Design price_signal_engine, sky130hd; sources not shown.
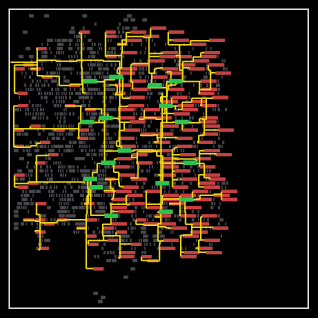
Figure 1: clock distribution.
(1.5 px per µm)
Red shows flip-flops, count 178. Green shows clock-net drivers, count 17. Yellow shows clock wires, length 2,430 µm.
There are 18 routed clock nets.
P_clk: 1.22 mW
worst clock skew: 13.87 ps
Clock power frac: 17.7%
clk latency late pin: 440 ps

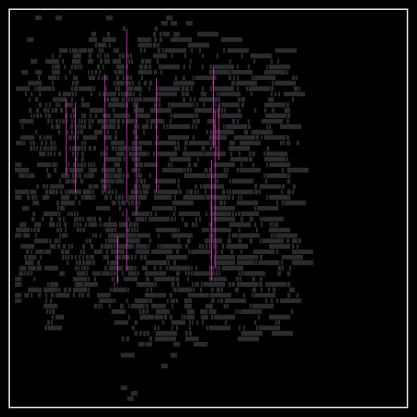
Figure 2: M4 wires.
(2 px per µm) Cells faint in the background.
9 nets have wire on it. The layer carries 598 µm of wire. The wires run mostly vertical.
Total Wirelength: 27,760 µm
Via Count: 7,847

==> Slide: Implementation Results <==
Flow Results at a Glance

Yosys
  – Post-synth top area cell: edfxtp_1
  – AND-OR/OR-AND Cells, Area Fraction: 11.84%
  – Top FF cell, synth: edfxtp_1
  – Synth Cell Area: a little over 10,000 µm²
  – Floorplan Nets: approximately 1,300
  – Yosys Chip Area: between 10,000 and 15,000 µm²
  – Dominant cell area share: a little under two fifths
  – Basic Gates by Area: 19.69%
  – Main logic family after synthesis: simple AND/OR/NAND/NOR gates
  – Number of enable flip-flop cells: approximately 130
  – Distinct cells, synth: 43
  – Synth mux share: 0%
  – Async SR Flop Fraction: 0%
  – Register area share after synthesis: between 40% and 50%

Placed design
  – Placed cell count: 1,667
  – DPL Wire Length: ~19,000 µm
  – Port Buffer Count: 40
  – Gp weighted congestion: 0.8498

Floorplanning
  – Row Count: around 71
  – Die Y: around 200 µm
  – Core Area: ~37,000 µm²
  – Chip width: 198.4 µm
  – Die area: 39,370 µm²

Routing
  – TritonRoute pass-1 iters: 5
  – Post-route ant nets: 0
  – Drt drc: 0
  – Drt wl/cell: around 16 µm

Worst setup path
  – CP Launch Type: flip-flop
  – CP max stage delay: approximately 730 ps
  – Critical path depth: 17
  – Worst-path cell chain: inv_1, o21ai_0, o22ai_1, nor2_1, a31oi_1, fa_1, inv_1, ha_1, a21oi_1, and2_1, nand3_1, nand2_1, nand2_1, nand2_1, nand3_1, nand2_1, inv_1
  – Crit-path slowest cell: inv_1
  – R2r setup slk: ~1700 ps
  – Crit path arrival time: approximately 4200 ps
  – Most frequent CP cell: nand2_1
  – Worst Reg-to-Reg Cells: 17
  – WP data required: ~5900 ps

Global route
  – Gr ovfl total: 0
  – Initial antenna violation count: 0

Clocking
  – Post_cts resized: 0
  – H-Tree Depth: 4
  – Clk root buf: clkbuf_16
  – CTS Buffer Depth: 2
  – Post-CTS Hold Fix Bufs: 0
  – Total CTS buffers: 17
  – Clk slew on worst S/H paths: 70 ps
  – CTS tree: yes

Worst hold path
  – Hold Crit Class: reg2reg
  – Hold Crit Depth: 2

Cells and area
  – Top Layout Cells: nor2_1 (269), edfxtp_1 (128), nand2_1 (126)
  – Max reg flops: 128
  – Share of layout cells above drive strength 1: between 6 and 7%
  – Non-filler instance count after layout: ~1,700

STA
  – Slew @ Worst Pin: approximately 1000 ps
  – Final worst slack: around 1700 ps
  – Highest Clock Rate: between 200 and 300 MHz
  – Fin crit share: 70.03%
  – Setup total negative slack: 0 ps
  – RSZ-0062 raised after global routing: false
  – Min Hold Slack: around 470 ps
  – Endpoints failing setup: 0

Power
  – Pwr dens: between 500 and 600 nW/µm²
  – Peak VDD IR: ~0.28 mV

Outcome
  – Status: complete, no violations

Flow run
  – Tool warning count: 31
stage by stage:
step / cell area (µm²) / utilization [%]
after floorplan: 10200 / -
after global placement: 10920 / 29.20
after detailed placement: 10920 / 29.20
after CTS: 11510 / 30.77
after global routing: 11510 / 30.77
final: 11510 / 30.77
kinds of logic after synthesis:
logic type | count (synthesis)
and+or+nand+nor | 472
adders and majority gates | 74
xor gates and xnor gates | 25
buffers and inverters | 201
DFF | 178
AOI/OAI and AO/OA | 225
final cells by class:
cell class | count | area [µm²]
clock buffers | 18 | 429.2
clock inverters | 14 | 157.7
fillers | 3946 | 25890
inverters | 137 | 514.2
multi-input cells | 796 | 4483
flip-flops and latches | 178 | 4846
well taps | 511 | 639.4
repair buffers | 45 | 437.9
power breakdown:
part	internal, mW	switching, mW
clock	0.607	0.609
sequential	1.60	0.174
combinational	1.34	2.53
Yosys cell counts (21+ instances only):
cell type,instances
a21oi_1,66
clkbuf_1,31
dfxtp_1,50
edfxtp_1,128
ha_1,58
inv_1,122
nand2_1,126
nand3_1,33
nor2_1,269
o21ai_0,113
xor2_1,21
layer usage:
layer  track usage (%)  share of wire [%]
met1             19.47                 45
met2             25.00                 48
met3             2.018                4.6
met4             4.505                2.2
met5                 0                  0
worst reg2reg max path, cell delays in order (launching register included):
cell and delay, ps:
dfxtp_1 310, inv_1 730, o21ai_0 230, o22ai_1 290, nor2_1 80, a31oi_1 350
fa_1 480, inv_1 70, ha_1 270, a21oi_1 230, and2_1 150, nand3_1 160
nand2_1 130, nand2_1 50, nand2_1 60, nand3_1 60, nand2_1 90, inv_1 30
No activity file was given, so power comes from the tool's default toggle rates.
